run_1/met3.png
Scale: 1.5 px per um.
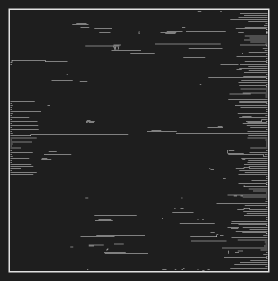
run_1/drive_strength.png
Scale: 3 px per um.
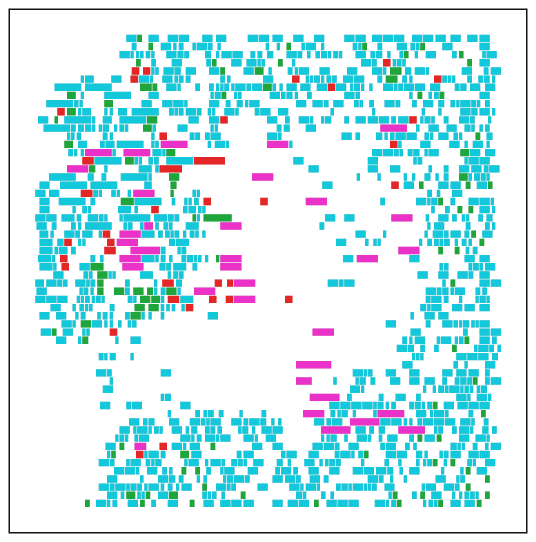
run_1/gate_families.png
Scale: 3 px per um.
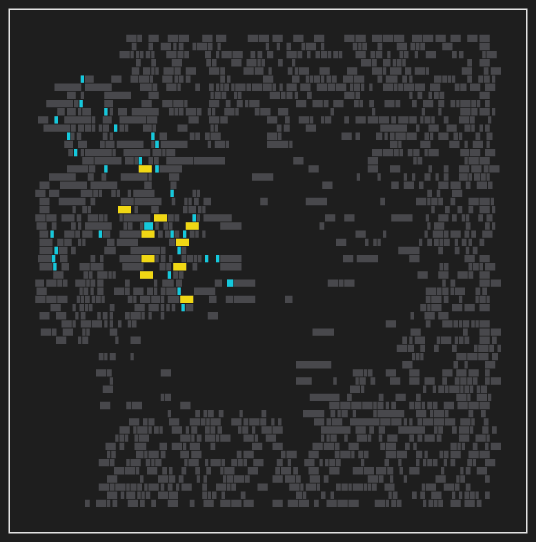
run_1/final_congestion.png
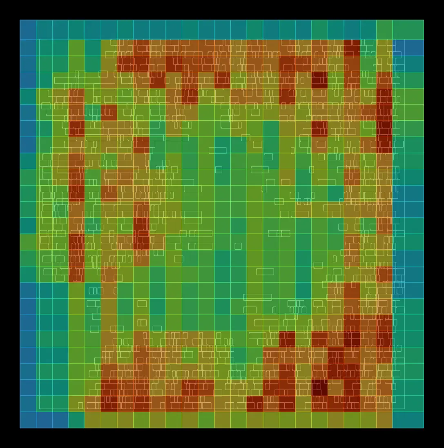
--- src/rtl/l1_bus_arbiter_pkg.sv ---
// ---------------------------------------------------------------------------
// l1_bus_arbiter_pkg
//   Shared definitions for the L1 shared-bus arbiter: bus message encodings,
//   arbiter FSM state type and the helper that sizes the offset fields.
// ---------------------------------------------------------------------------
package l1_bus_arbiter_pkg;

  // Bus message encodings understood by every L1 wrapper, snooper and memory.
  typedef enum logic [3:0] {
    NO_REQ    = 4'd0,
    R_REQ     = 4'd1,
    WB_REQ    = 4'd2,
    FLUSH     = 4'd3,
    INVLD     = 4'd4,
    RFO_BCAST = 4'd5,
    MEM_RESP  = 4'd6,
    C_RESP    = 4'd7,
    HOLD_BUS  = 4'd8
  } bus_msg_e;

  typedef enum logic {
    ST_IDLE    = 1'b0,
    ST_GRANTED = 1'b1
  } arb_state_e;

  // Width of an active_offset field for a given largest cache offset.
  function automatic int ofs_width(input int max_offset_bits);
    return $clog2(max_offset_bits) + 1;
  endfunction

endpackage

--- src/rtl/l1_bus_arbiter_if.sv ---
// ---------------------------------------------------------------------------
// l1_bus_arbiter_if
//   Bundle of the L1-side request buses, memory-side response inputs and the
//   shared snoop-bus outputs.
//   slave  : arbiter view (consumes cache/memory inputs, drives the bus).
//   master : environment view (drives requests/responses, observes the bus).
//   Handshake: a cache requests by holding a non-NO_REQ message until it sees
//   its bit in bus_master; req_ready marks an active tenure, and the master
//   ends it by returning its message to NO_REQ.
// ---------------------------------------------------------------------------
interface l1_bus_arbiter_if #(
  parameter int NUM_CACHES      = 4,
  parameter int MSG_BITS        = 4,
  parameter int ADDRESS_BITS    = 32,
  parameter int DATA_WIDTH      = 32,
  parameter int BUS_OFFSET_BITS = 0,
  parameter int MAX_OFFSET_BITS = 3
);
  import l1_bus_arbiter_pkg::*;

  localparam int BUS_WIDTH = DATA_WIDTH << BUS_OFFSET_BITS;
  localparam int OFS_W     = ofs_width(MAX_OFFSET_BITS);

  logic [NUM_CACHES*MSG_BITS-1:0]     cache_msg_in;
  logic [NUM_CACHES*ADDRESS_BITS-1:0] cache_address_in;
  logic [NUM_CACHES*BUS_WIDTH-1:0]    cache_data_in;
  logic [NUM_CACHES*OFS_W-1:0]        cache_active_offset;
  logic [MSG_BITS-1:0]                mem_msg_in;
  logic [ADDRESS_BITS-1:0]            mem_address_in;
  logic [BUS_WIDTH-1:0]               mem_data_in;
  logic [MSG_BITS-1:0]                bus_msg_out;
  logic [ADDRESS_BITS-1:0]            bus_address_out;
  logic [BUS_WIDTH-1:0]               bus_data_out;
  logic [NUM_CACHES-1:0]              bus_master;
  logic                               req_ready;
  logic [OFS_W-1:0]                   curr_offset;
  logic                               timeout_err;

  modport slave (
    input  cache_msg_in, cache_address_in, cache_data_in, cache_active_offset,
    input  mem_msg_in, mem_address_in, mem_data_in,
    output bus_msg_out, bus_address_out, bus_data_out,
    output bus_master, req_ready, curr_offset, timeout_err
  );

  modport master (
    output cache_msg_in, cache_address_in, cache_data_in, cache_active_offset,
    output mem_msg_in, mem_address_in, mem_data_in,
    input  bus_msg_out, bus_address_out, bus_data_out,
    input  bus_master, req_ready, curr_offset, timeout_err
  );

endinterface

--- src/rtl/l1_bus_arbiter_rr_arbiter.sv ---
// ---------------------------------------------------------------------------
// l1_bus_arbiter_rr_arbiter
//   Combinational round-robin pick: first set bit of req_i scanning from
//   ptr_i upward, wrapping modulo NUM_REQ.
//   req_i   : request vector          ptr_i   : scan start index
//   grant_o : one-hot winner          valid_o : any request present
//   idx_o   : binary index of winner
// ---------------------------------------------------------------------------
module l1_bus_arbiter_rr_arbiter #(
  parameter  int NUM_REQ = 4,
  localparam int IDX_W   = $clog2(NUM_REQ)
) (
  input  logic [NUM_REQ-1:0] req_i,
  input  logic [IDX_W-1:0]   ptr_i,
  output logic [NUM_REQ-1:0] grant_o,
  output logic               valid_o,
  output logic [IDX_W-1:0]   idx_o
);

  always_comb begin
    logic [31:0] pos;
    grant_o = '0;
    valid_o = 1'b0;
    idx_o   = '0;
    pos     = '0;
    for (int k = 0; k < NUM_REQ; k++) begin
      pos = (32'(ptr_i) + 32'(k)) % 32'(NUM_REQ);
      if (!valid_o && req_i[pos[IDX_W-1:0]]) begin
        valid_o                   = 1'b1;
        grant_o[pos[IDX_W-1:0]]   = 1'b1;
        idx_o                     = pos[IDX_W-1:0];
      end
    end
  end

endmodule

--- src/rtl/l1_bus_arbiter.sv ---
// ---------------------------------------------------------------------------
// l1_bus_arbiter
//   Round-robin shared-bus arbiter for the L1 cache wrappers. Grants one
//   cache a tenure at a time, broadcasts its request on the shared bus and
//   merges memory-side responses onto the same bus (responses win).
//   clock, reset (async, active-low)
//   bus_if    : slave modport carrying cache/memory inputs and bus outputs
//   dbg_state : current arbiter FSM state
// ---------------------------------------------------------------------------
module l1_bus_arbiter
  import l1_bus_arbiter_pkg::*;
#(
  parameter int NUM_CACHES      = 4,
  parameter int MSG_BITS        = 4,
  parameter int ADDRESS_BITS    = 32,
  parameter int DATA_WIDTH      = 32,
  parameter int BUS_OFFSET_BITS = 0,
  parameter int MAX_OFFSET_BITS = 3,
  parameter int TIMEOUT         = 1024
) (
  input  logic            clock,
  input  logic            reset,
  l1_bus_arbiter_if.slave bus_if,
  output arb_state_e      dbg_state
);

  localparam int BUS_WIDTH = DATA_WIDTH << BUS_OFFSET_BITS;
  localparam int OFS_W     = ofs_width(MAX_OFFSET_BITS);
  localparam int IDX_W     = $clog2(NUM_CACHES);
  localparam int CNT_W     = $clog2(TIMEOUT) + 1;
  localparam logic [MSG_BITS-1:0] NO_REQ_MSG = MSG_BITS'(NO_REQ);

  logic [MSG_BITS-1:0]     msg_arr  [NUM_CACHES];
  logic [ADDRESS_BITS-1:0] addr_arr [NUM_CACHES];
  logic [BUS_WIDTH-1:0]    data_arr [NUM_CACHES];
  logic [OFS_W-1:0]        ofs_arr  [NUM_CACHES];
  logic [NUM_CACHES-1:0]   req_vec;

  for (genvar i = 0; i < NUM_CACHES; i++) begin : g_unpack
    assign msg_arr[i]  = bus_if.cache_msg_in[i*MSG_BITS +: MSG_BITS];
    assign addr_arr[i] = bus_if.cache_address_in[i*ADDRESS_BITS +: ADDRESS_BITS];
    assign data_arr[i] = bus_if.cache_data_in[i*BUS_WIDTH +: BUS_WIDTH];
    assign ofs_arr[i]  = bus_if.cache_active_offset[i*OFS_W +: OFS_W];
    assign req_vec[i]  = (msg_arr[i] != NO_REQ_MSG);
  end

  arb_state_e            state_q, state_d;
  logic [IDX_W-1:0]      rr_ptr_q, rr_ptr_d;
  logic [IDX_W-1:0]      master_idx_q, master_idx_d;
  logic [NUM_CACHES-1:0] grant_q, grant_d;
  logic [CNT_W-1:0]      tenure_cnt_q, tenure_cnt_d;
  logic                  timeout_err_q, timeout_err_d;

  logic [NUM_CACHES-1:0] arb_grant;
  logic                  arb_valid;
  logic [IDX_W-1:0]      arb_idx;

  l1_bus_arbiter_rr_arbiter #(.NUM_REQ(NUM_CACHES)) u_rr_arbiter (
    .req_i   (req_vec),
    .ptr_i   (rr_ptr_q),
    .grant_o (arb_grant),
    .valid_o (arb_valid),
    .idx_o   (arb_idx)
  );

  logic master_release;
  logic tenure_expired;

  always_comb begin
    state_d        = state_q;
    rr_ptr_d       = rr_ptr_q;
    master_idx_d   = master_idx_q;
    grant_d        = grant_q;
    tenure_cnt_d   = tenure_cnt_q;
    timeout_err_d  = timeout_err_q;
    master_release = (msg_arr[master_idx_q] == NO_REQ_MSG);
    tenure_expired = (tenure_cnt_q == CNT_W'(TIMEOUT - 1));
    case (state_q)
      ST_IDLE: begin
        // The winner is registered even if it drops its request this cycle;
        // its tenure then ends through the normal release path.
        if (arb_valid) begin
          state_d      = ST_GRANTED;
          grant_d      = arb_grant;
          master_idx_d = arb_idx;
          tenure_cnt_d = '0;
        end
      end
      ST_GRANTED: begin
        tenure_cnt_d = tenure_cnt_q + CNT_W'(1);
        if (master_release || tenure_expired) begin
          state_d      = ST_IDLE;
          grant_d      = '0;
          tenure_cnt_d = '0;
          rr_ptr_d     = (master_idx_q == IDX_W'(NUM_CACHES - 1)) ?
                         '0 : master_idx_q + IDX_W'(1);
          if (!master_release) timeout_err_d = 1'b1;
        end
      end
      default: state_d = ST_IDLE;
    endcase
  end

  always_ff @(posedge clock or negedge reset) begin
    if (!reset) begin
      state_q       <= ST_IDLE;
      rr_ptr_q      <= '0;
      master_idx_q  <= '0;
      grant_q       <= '0;
      tenure_cnt_q  <= '0;
      timeout_err_q <= 1'b0;
    end else begin
      state_q       <= state_d;
      rr_ptr_q      <= rr_ptr_d;
      master_idx_q  <= master_idx_d;
      grant_q       <= grant_d;
      tenure_cnt_q  <= tenure_cnt_d;
      timeout_err_q <= timeout_err_d;
    end
  end

  // Bus mux: memory responses pre-empt the master; reset forces an idle bus
  // even while the memory side is still driving.
  logic [MSG_BITS-1:0]     bus_msg;
  logic [ADDRESS_BITS-1:0] bus_addr;
  logic [BUS_WIDTH-1:0]    bus_data;
  logic [OFS_W-1:0]        curr_ofs;

  always_comb begin
    bus_msg  = NO_REQ_MSG;
    bus_addr = '0;
    bus_data = '0;
    curr_ofs = '0;
    if (!reset) begin
      bus_msg  = NO_REQ_MSG;
    end else if (bus_if.mem_msg_in != NO_REQ_MSG) begin
      bus_msg  = bus_if.mem_msg_in;
      bus_addr = bus_if.mem_address_in;
      bus_data = bus_if.mem_data_in;
    end else if (state_q == ST_GRANTED) begin
      bus_msg  = msg_arr[master_idx_q];
      bus_addr = addr_arr[master_idx_q];
      bus_data = data_arr[master_idx_q];
    end
    if (state_q == ST_GRANTED) curr_ofs = ofs_arr[master_idx_q];
  end

  assign bus_if.bus_msg_out     = bus_msg;
  assign bus_if.bus_address_out = bus_addr;
  assign bus_if.bus_data_out    = bus_data;
  assign bus_if.curr_offset     = curr_ofs;
  assign bus_if.bus_master      = grant_q;
  assign bus_if.req_ready       = (state_q == ST_GRANTED);
  assign bus_if.timeout_err     = timeout_err_q;
  assign dbg_state              = state_q;

endmodule

--- src/flat_wrapper.sv ---
// flat-port wrapper written by rule: the top's interface ports become plain ports
module l1_bus_arbiter_flat import l1_bus_arbiter_pkg::*;
#(
  parameter int NUM_CACHES      = 4,
  parameter int MSG_BITS        = 4,
  parameter int ADDRESS_BITS    = 32,
  parameter int DATA_WIDTH      = 32,
  parameter int BUS_OFFSET_BITS = 0,
  parameter int MAX_OFFSET_BITS = 3,
  parameter int TIMEOUT         = 1024
)
  (clock, reset, dbg_state, bus_if_cache_msg_in, bus_if_cache_address_in, bus_if_cache_data_in, bus_if_cache_active_offset, bus_if_mem_msg_in, bus_if_mem_address_in, bus_if_mem_data_in, bus_if_bus_msg_out, bus_if_bus_address_out, bus_if_bus_data_out, bus_if_bus_master, bus_if_req_ready, bus_if_curr_offset, bus_if_timeout_err);
  l1_bus_arbiter_if #(.NUM_CACHES(NUM_CACHES), .MSG_BITS(MSG_BITS), .ADDRESS_BITS(ADDRESS_BITS), .DATA_WIDTH(DATA_WIDTH), .BUS_OFFSET_BITS(BUS_OFFSET_BITS), .MAX_OFFSET_BITS(MAX_OFFSET_BITS)) bus_if_i ();
  input  logic clock;
  input  logic reset;
  output arb_state_e dbg_state;
  input wire logic [$bits(bus_if_i.cache_msg_in)-1:0] bus_if_cache_msg_in;
  input wire logic [$bits(bus_if_i.cache_address_in)-1:0] bus_if_cache_address_in;
  input wire logic [$bits(bus_if_i.cache_data_in)-1:0] bus_if_cache_data_in;
  input wire logic [$bits(bus_if_i.cache_active_offset)-1:0] bus_if_cache_active_offset;
  input wire logic [$bits(bus_if_i.mem_msg_in)-1:0] bus_if_mem_msg_in;
  input wire logic [$bits(bus_if_i.mem_address_in)-1:0] bus_if_mem_address_in;
  input wire logic [$bits(bus_if_i.mem_data_in)-1:0] bus_if_mem_data_in;
  output wire logic [$bits(bus_if_i.bus_msg_out)-1:0] bus_if_bus_msg_out;
  output wire logic [$bits(bus_if_i.bus_address_out)-1:0] bus_if_bus_address_out;
  output wire logic [$bits(bus_if_i.bus_data_out)-1:0] bus_if_bus_data_out;
  output wire logic [$bits(bus_if_i.bus_master)-1:0] bus_if_bus_master;
  output wire logic [$bits(bus_if_i.req_ready)-1:0] bus_if_req_ready;
  output wire logic [$bits(bus_if_i.curr_offset)-1:0] bus_if_curr_offset;
  output wire logic [$bits(bus_if_i.timeout_err)-1:0] bus_if_timeout_err;
  assign bus_if_i.cache_msg_in = bus_if_cache_msg_in;
  assign bus_if_i.cache_address_in = bus_if_cache_address_in;
  assign bus_if_i.cache_data_in = bus_if_cache_data_in;
  assign bus_if_i.cache_active_offset = bus_if_cache_active_offset;
  assign bus_if_i.mem_msg_in = bus_if_mem_msg_in;
  assign bus_if_i.mem_address_in = bus_if_mem_address_in;
  assign bus_if_i.mem_data_in = bus_if_mem_data_in;
  assign bus_if_bus_msg_out = bus_if_i.bus_msg_out;
  assign bus_if_bus_address_out = bus_if_i.bus_address_out;
  assign bus_if_bus_data_out = bus_if_i.bus_data_out;
  assign bus_if_bus_master = bus_if_i.bus_master;
  assign bus_if_req_ready = bus_if_i.req_ready;
  assign bus_if_curr_offset = bus_if_i.curr_offset;
  assign bus_if_timeout_err = bus_if_i.timeout_err;
  l1_bus_arbiter #(.NUM_CACHES(NUM_CACHES), .MSG_BITS(MSG_BITS), .ADDRESS_BITS(ADDRESS_BITS), .DATA_WIDTH(DATA_WIDTH), .BUS_OFFSET_BITS(BUS_OFFSET_BITS), .MAX_OFFSET_BITS(MAX_OFFSET_BITS), .TIMEOUT(TIMEOUT)) u_core (.clock(clock), .reset(reset), .bus_if(bus_if_i), .dbg_state(dbg_state));
endmodule
--- config.mk ---
export PLATFORM = sky130hd
export DESIGN_NAME = l1_bus_arbiter_flat
export DESIGN_NICKNAME = d
export VERILOG_FILES = /design/src/rtl/l1_bus_arbiter_pkg.sv /design/src/rtl/l1_bus_arbiter_if.sv /design/src/rtl/l1_bus_arbiter_rr_arbiter.sv /design/src/rtl/l1_bus_arbiter.sv /design/src/flat_wrapper.sv
export SDC_FILE = /design/constraint.sdc
export NUM_CORES = 1
export LEC_CHECK = 0
export ABC_AREA = 1
export ABC_CLOCK_PERIOD_IN_PS = 2700
export CAP_MARGIN = 25
export CORE_AREA = 8 8 164 166
export DETAILED_ROUTE_END_ITERATION = 12
export DIE_AREA = 0 0 172 174
export PLACE_DENSITY = 0.58
export SYNTH_ARGS = -nofsm -noshare
export SYNTH_HDL_FRONTEND = slang
export SYNTH_SLANG_ARGS = --single-unit
--- constraint.sdc ---
create_clock -name clock -period 2.7 [get_ports clock]
set_input_delay 0.54 -clock clock [delete_from_list [all_inputs] [get_ports clock]]
set_output_delay 0.54 -clock clock [all_outputs]
set_load 0.01 [all_outputs]
==> out/qor.yml, run 1 <==
cells_and_area:
  comb_cells: 724
  drive_above_1_share: 0.137
  diodes: 9
  inv_count: 29
  clkbuf_count: 3
  regArea_um2: 531
synthesis:
  synthesis.instances: 846
  synth.cellmix.compoundShare: 0.342
  yosysChipArea_um2: 4580
  ys_sh_adder: 0.0273
  simple_gate_area_frac: 0.395
  yosys_warnings: 0
power:
  combPwrFrac: 0.840
  peakVddDrop_uv: 402
  clkPwrFrac: 0.062
  cellInternalPower_uw: 2520
  p_sw_uw: 2720
  p_leak_uw: 0.00409
  power_leader: "combinational cells"
run_status:
  outcome: "finished, final reports clean"
clock_network:
  clkLatencyLatePin_ns: 0.26
  clock_path_buffers: 2
  numCtsBuffers: 3
  cts-htree-levels: 1
detailed_routing:
  vias: 7588
  wl_um: 32900
  ant_nets: 0
worst_hold_path:
  min_from: "u_core.bus_if.timeout_err"
worst_setup_path:
  worstPathRequired_ns: 2.16
  path_class: "flip-flop to primary output"
  reg2reg_to: "u_core.tenure_cnt_q[0]"
placement:
  place_ws_ns: -0.446
global_route:
  grt_max_degree: 54
  grt_pass1_wl_um: 47500
  gr-usage-met3: 0.0433
final_timing:
  rsz0062_at_grt: "false"
  fin_ws_ns: 0.176
  final-setup-viol-count: 0
die:
  io_pins: 432
About met3.png:
share of all routed wire = 8.0%
nets with wire on the layer = 231

About drive_strength.png:
green -> drive 2  # cells 102, share 8.1%
cyan -> drive 1 or less  # cells 1093, share 86%
magenta -> drive 6 and up  # cells 34, share 2.7%
red -> drive 3 to 4  # cells 37, share 2.9%

About gate_families.png:
yellow -> adder and majority cells  # cells 10, where west
cyan -> inverters  # cells 29
non-filler cells, final: 1605
most numerous logic cell after layout: clkdlybuf4s50_1
logic share of the area: 0.373

About final_congestion.png:
WL/cell: 20.5 um
Tot GR Track Use: 0.204
met2 usage: 0.347
met1 Use GR: 0.251

==> run 1: worst max-delay path, stage by stage, from the launching register on <==
cell and delay [ns]:
dfrtp_4 0.48, buf_12 0.24, nor2_1 0.08, nor2_1 0.08
o21ai_0 0.08, a21oi_1 0.17, clkdlybuf4s50_1 0.59
==> run 1: timing repair <==
action | CTS | global route
gates resized | 260 | 17
cloned | 4 | 3
pin swaps | 2 | 3
setup buffers | 9 | 1
setup endpoints to repair | 68 | 63
==> run 1: synthesized netlist by cell type, types with 11 or more instances <==
cell type and number:
nand2_1 193, nor2_1 151, o21ai_0 134, a21oi_1 73, o22ai_1 64, nand3_1 40
clkbuf_1 34, inv_1 23, dfrtp_1 21, buf_2 13, buf_4 12, nand3_2 11
==> run 1: stage by stage <==
stage	power, uW	util	TNS, ns
2_1_floorplan	3130	-	0
3_3_place_gp	4920	0.385	-21.94
3_5_place_dp	4940	0.385	-23.36
4_1_cts	5250	0.386	-0.395
5_1_grt	5770	0.392	0
6_report	5240	0.392	0
==> run 1: worst max-delay path by stage <==
stage                                  to  depth (start not counted)  slack [ns]              startpoint
2_1_floorplan     bus_if_bus_data_out[27]                          7        0.65    bus_if_mem_msg_in[2]
3_3_place_gp   bus_if_bus_address_out[13]                          8       -0.43    bus_if_mem_msg_in[3]
3_5_place_dp   bus_if_bus_address_out[13]                          8       -0.45    bus_if_mem_msg_in[3]
4_1_cts         bus_if_bus_address_out[6]                         11       -0.07    bus_if_mem_msg_in[0]
5_1_grt             bus_if_curr_offset[1]                          6        0.05  u_core.master_idx_q[0]
6_report            bus_if_curr_offset[2]                          6        0.18  u_core.master_idx_q[0]
==> run 2, diff against run 1 <==
--- a/config.mk
+++ b/config.mk
@@ -8,10 +8,12 @@
 export ABC_AREA = 1
 export ABC_CLOCK_PERIOD_IN_PS = 2700
 export CAP_MARGIN = 25
-export CORE_AREA = 8 8 164 166
+export CELL_PAD_IN_SITES_DETAIL_PLACEMENT = 2
+export CELL_PAD_IN_SITES_GLOBAL_PLACEMENT = 2
+export CORE_MARGIN = 8
+export CORE_UTILIZATION = 14
 export DETAILED_ROUTE_END_ITERATION = 12
-export DIE_AREA = 0 0 172 174
-export PLACE_DENSITY = 0.58
+export PLACE_DENSITY = 0.91
 export SYNTH_ARGS = -nofsm -noshare
 export SYNTH_HDL_FRONTEND = slang
 export SYNTH_SLANG_ARGS = --single-unit
run_2/final_congestion.png
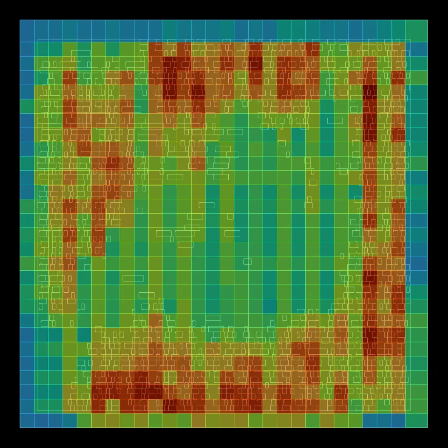
Util after Layout: 0.305
WL/cell: 22.5 um
met2 usage: 0.346

run_2/met3.png
Scale: 1.5 px per um.
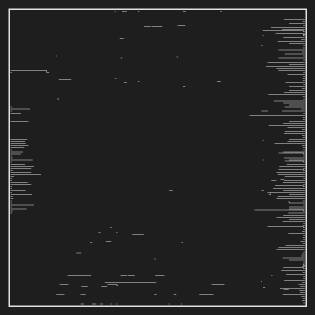
wire length on this layer = 1840 um
share of all routed wire = 4.8%
longest straight run = 36.6 um
final WL: 38800 um
M3 GR Usage: 0.0305
vias: 7923

==> out/qor.yml, run 2 <==
run_status:
  outcome: "finished, final reports clean"
final_timing:
  final-setup-viol-count: 0
  hold_viol: 0
  period_needed_ns: 2.67
  slew_viol_final: 0
  rsz0062_at_grt: "true"
  finalSetupTns_ns: 0
worst_hold_path:
  hold_path_depth: 1
  min_from: "u_core.bus_if.timeout_err"
clock_network:
  cts_tree: "done"
  clkLatencyLatePin_ns: 0.26
  numCtsBuffers: 3
  cts-htree-levels: 1
  clock_path_buffers: 2
  cts.hold.buffers_added: 0
cells_and_area:
  fin_cells: 1723
  final_common_cell: "clkdlybuf4s50_1"
  drive_above_1_share: 0.152
  largest_register_ff_count: 11
synthesis:
  synthesis.instances: 846
  most_common_cell: "nand2_1"
  top_cells_by_count: "193 x nand2_1, 151 x nor2_1, 134 x o21ai_0"
  edf_count: 0
  synth_cell_types: 37
  yosys_warnings: 0
  top_area_cell: "nand2_1"
  synth_top_area_share: 0.158
  synth-seq-cells: 21
  yosysChipArea_um2: 4580
detailed_routing:
  avgViaCountPerCell: 4.60
  drtIter0Drc: 249
  drc: 0
  ant_nets: 0
die:
  io_pins: 432
  fp-utilization: 0.142
power:
  peakVddDrop_uv: 394
  p_leak_uw: 0.00412
  power_uw: 5840
worst_setup_path:
  path_class: "flip-flop to primary output"
  cp-endpoint: "bus_if_bus_data_out[7]"
  crit_path_end_kind: "primary output"
  crit_path_start: "u_core.master_idx_q[0]"
  reg2reg_to: "u_core.tenure_cnt_q[5]"
  worstPathRequired_ns: 2.16
global_route:
  gr-usage-all-layers: 0.184
  grt_max_degree: 73
  grt_pass1_wl_um: 55900
placement:
  place_ws_ns: -0.543
  io_buffers: 431
run_2/drive_strength.png
Scale: 2 px per um.
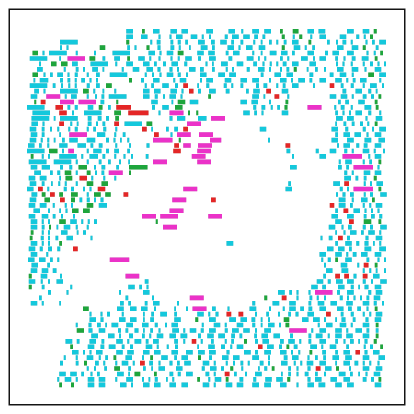
magenta -> drive 6 and up  # cells 37, share 2.9%
red -> drive 3 to 4  # cells 45, share 3.5%
green -> drive 2  # cells 112, share 8.8%
cyan -> drive 1 or less  # cells 1084, share 85%
Layout area overhead: 115%
Final Cell Area: 9870 um^2
nonclk buf count: 500
final setup margin: 0.0267 ns

[run 2: timing repair]
item                                    4_1_cts  5_1_grt
endpoints found under the setup margin       71       69
cloned                                        4        3
hold endpoints to repair                      0        0
gates resized                               276       17
pin swaps                                     6        8
setup buffers                                 4        5
[run 2: cell families (layout without fill, tap and decap cells)]
| kind of cell | after synthesis | count (layout) | synth area share |
|---|---|---|---|
| other cells | 0 | 3 | 0 |
| fa+ha+maj | 10 | 10 | 0.0273 |
| compound gates | 288 | 288 | 0.342 |
| xor+xnor | 6 | 6 | 0.0115 |
| simple gates | 420 | 420 | 0.395 |
| flops | 21 | 21 | 0.115 |
| buf+inv | 101 | 533 | 0.109 |
[run 2: layer usage]
| layer | GRT usage | up-vias | part of all wire |
|---|---|---|---|
| met5 | 0 | - | 0 |
| met4 | 0.0515 | 0 | 0.028 |
| met3 | 0.0305 | 47 | 0.048 |
| met2 | 0.346 | 267 | 0.52 |
| met1 | 0.211 | 3859 | 0.40 |
| li1 | - | 3750 | - |
[run 2: critical path: stages, from the launching register on]
cell and delay, ns:
dfrtp_4 0.57, buf_12 0.20, o21ai_0 0.45, o22ai_1 0.14, buf_4 0.17, nand2_1 0.05, a21oi_1 0.05, clkdlybuf4s15_2 0.23
[run 2: final cells by class]
class / count / area, um^2
fillers: 3883 / 22500
repair buffers: 500 / 4970
multi-input cells: 724 / 3600
well taps: 442 / 553
flip-flops and latches: 21 / 531
inverters: 29 / 126
clock buffers: 4 / 78.8
diodes: 3 / 7.51
[run 2: power by group]
part	internal (uW)	switching (uW)	total, uW
logic	2150	2840	4990
registers	406	117	523
clock network	202	127	329
==> run 3, diff against run 2 <==
--- a/config.mk
+++ b/config.mk
@@ -8,7 +8,7 @@
 export ABC_AREA = 1
 export ABC_CLOCK_PERIOD_IN_PS = 2700
 export CAP_MARGIN = 25
-export CELL_PAD_IN_SITES_DETAIL_PLACEMENT = 2
+export CELL_PAD_IN_SITES_DETAIL_PLACEMENT = 1
 export CELL_PAD_IN_SITES_GLOBAL_PLACEMENT = 2
 export CORE_MARGIN = 8
 export CORE_UTILIZATION = 14
run_3/met2.png
Scale: 1.5 px per um. Cells faint in the background.
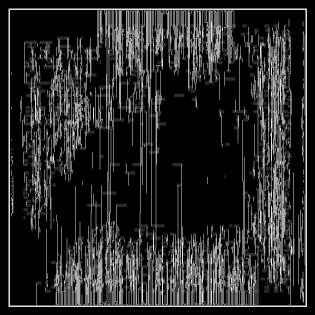
nets with wire on the layer = 1398
share of all routed wire = 51%
wire length on this layer = 18800 um
vias: 7884
final WL: 36700 um
met2 usage: 0.324

run_3/final_congestion.png
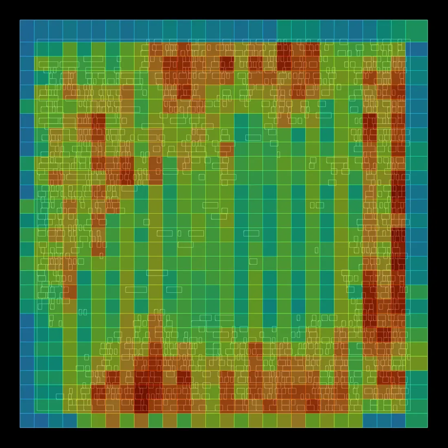
busiest grt layer: met2
Tot GR Track Use: 0.175
met1 Use GR: 0.205
Util after Layout: 0.310

==> out/qor.yml, run 3 <==
detailed_routing:
  wl_met3_um: 2550
  top_layer_used: "met4"
  avgViaCountPerCell: 4.55
  ant_nets: 0
final_timing:
  hold_viol: 0
  rsz0062_at_grt: "false"
  final-setup-viol-count: 0
  fin_ws_ns: 0.0540
global_route:
  grt_max_degree: 73
  grt_pass1_wl_um: 52800
power:
  p_leak_uw: 0.00423
  power_uw: 5830
worst_setup_path:
  path_class: "flip-flop to primary output"
  cp-endpoint: "bus_if_bus_data_out[7]"
cells_and_area:
  largest_register_ff_count: 11
  diodes: 0
  drive_above_1_share: 0.160
synthesis:
  synth-seq-cells: 21
  synth_top_area_share: 0.158
  top_area_cell: "nand2_1"
  synth_cell_types: 37
  most_common_cell: "nand2_1"
run_status:
  outcome: "finished, final reports clean"
run_3/gate_families.png
Scale: 2 px per um.
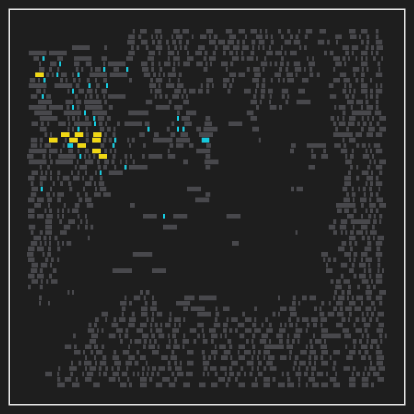
yellow -> adder and majority cells  # cells 10
cyan -> inverters  # cells 29, where north-west

run 3: netlist changes by cell type in the layout (fill, tap and decap cells not counted), sizes merged, moves of 2 or more:
cell and change:
buf +12, clkbuf -4, clkdlybuf4s15 +2, clkdlybuf4s50 -2
diode -3, dlygate4sd2 +3
run 3: metrics by stage:
step	std cells	instance area [um^2]
2_1_floorplan	846	4580
3_3_place_gp	1700	9710
3_5_place_dp	1700	9710
4_1_cts	1728	9950
5_1_grt	1732	10000
6_report	1732	10000
run 3: final cells by class:
type	count	area (um^2)
Clock buffer	4	78.8
Fill cell	4107	22300
Inverter	29	121
Multi-Input combinational cell	724	3600
Sequential cell	21	531
Tap cell	442	553
Timing Repair Buffer	512	5160
run 3: worst max-delay path: stages (launching register included):
cell and delay, ns:
dfrtp_4 0.56, buf_12 0.20, o21ai_0 0.49, o22ai_1 0.16, buf_4 0.17, nand2_1 0.05
a21oi_1 0.05, buf_2 0.15
run 3: metal layers:
metal / vias to the layer above / GRT usage
met5: - / 0
met1: 3744 / 0.205
met2: 332 / 0.324
met3: 35 / 0.0353
met4: 0 / 0.0348
li1: 3773 / -
run 3: where the power goes:
group,internal [uW],total [uW],switching (uW)
registers,406,516,110
logic,2220,4980,2770
clock network,202,327,126
total,2820,5830,3000
run 3: timing repair:
action,4_1_cts,5_1_grt
pin swaps,7,4
resized,285,11
buffers inserted,17,4
hold buffers,0,0
gates cloned,9,1
endpoints found under the setup margin,68,68
run 3: kinds of logic after synthesis:
| group | count (synthesis) | synth area share |
|---|---|---|
| adders and majority gates | 10 | 0.0273 |
| buffers and inverters | 101 | 0.109 |
| and+or+nand+nor | 420 | 0.395 |
| xor gates and xnor gates | 6 | 0.0115 |
| AOI/OAI and AO/OA | 288 | 0.342 |
| DFF | 21 | 0.115 |
Power is estimated from default activity; no workload was simulated.
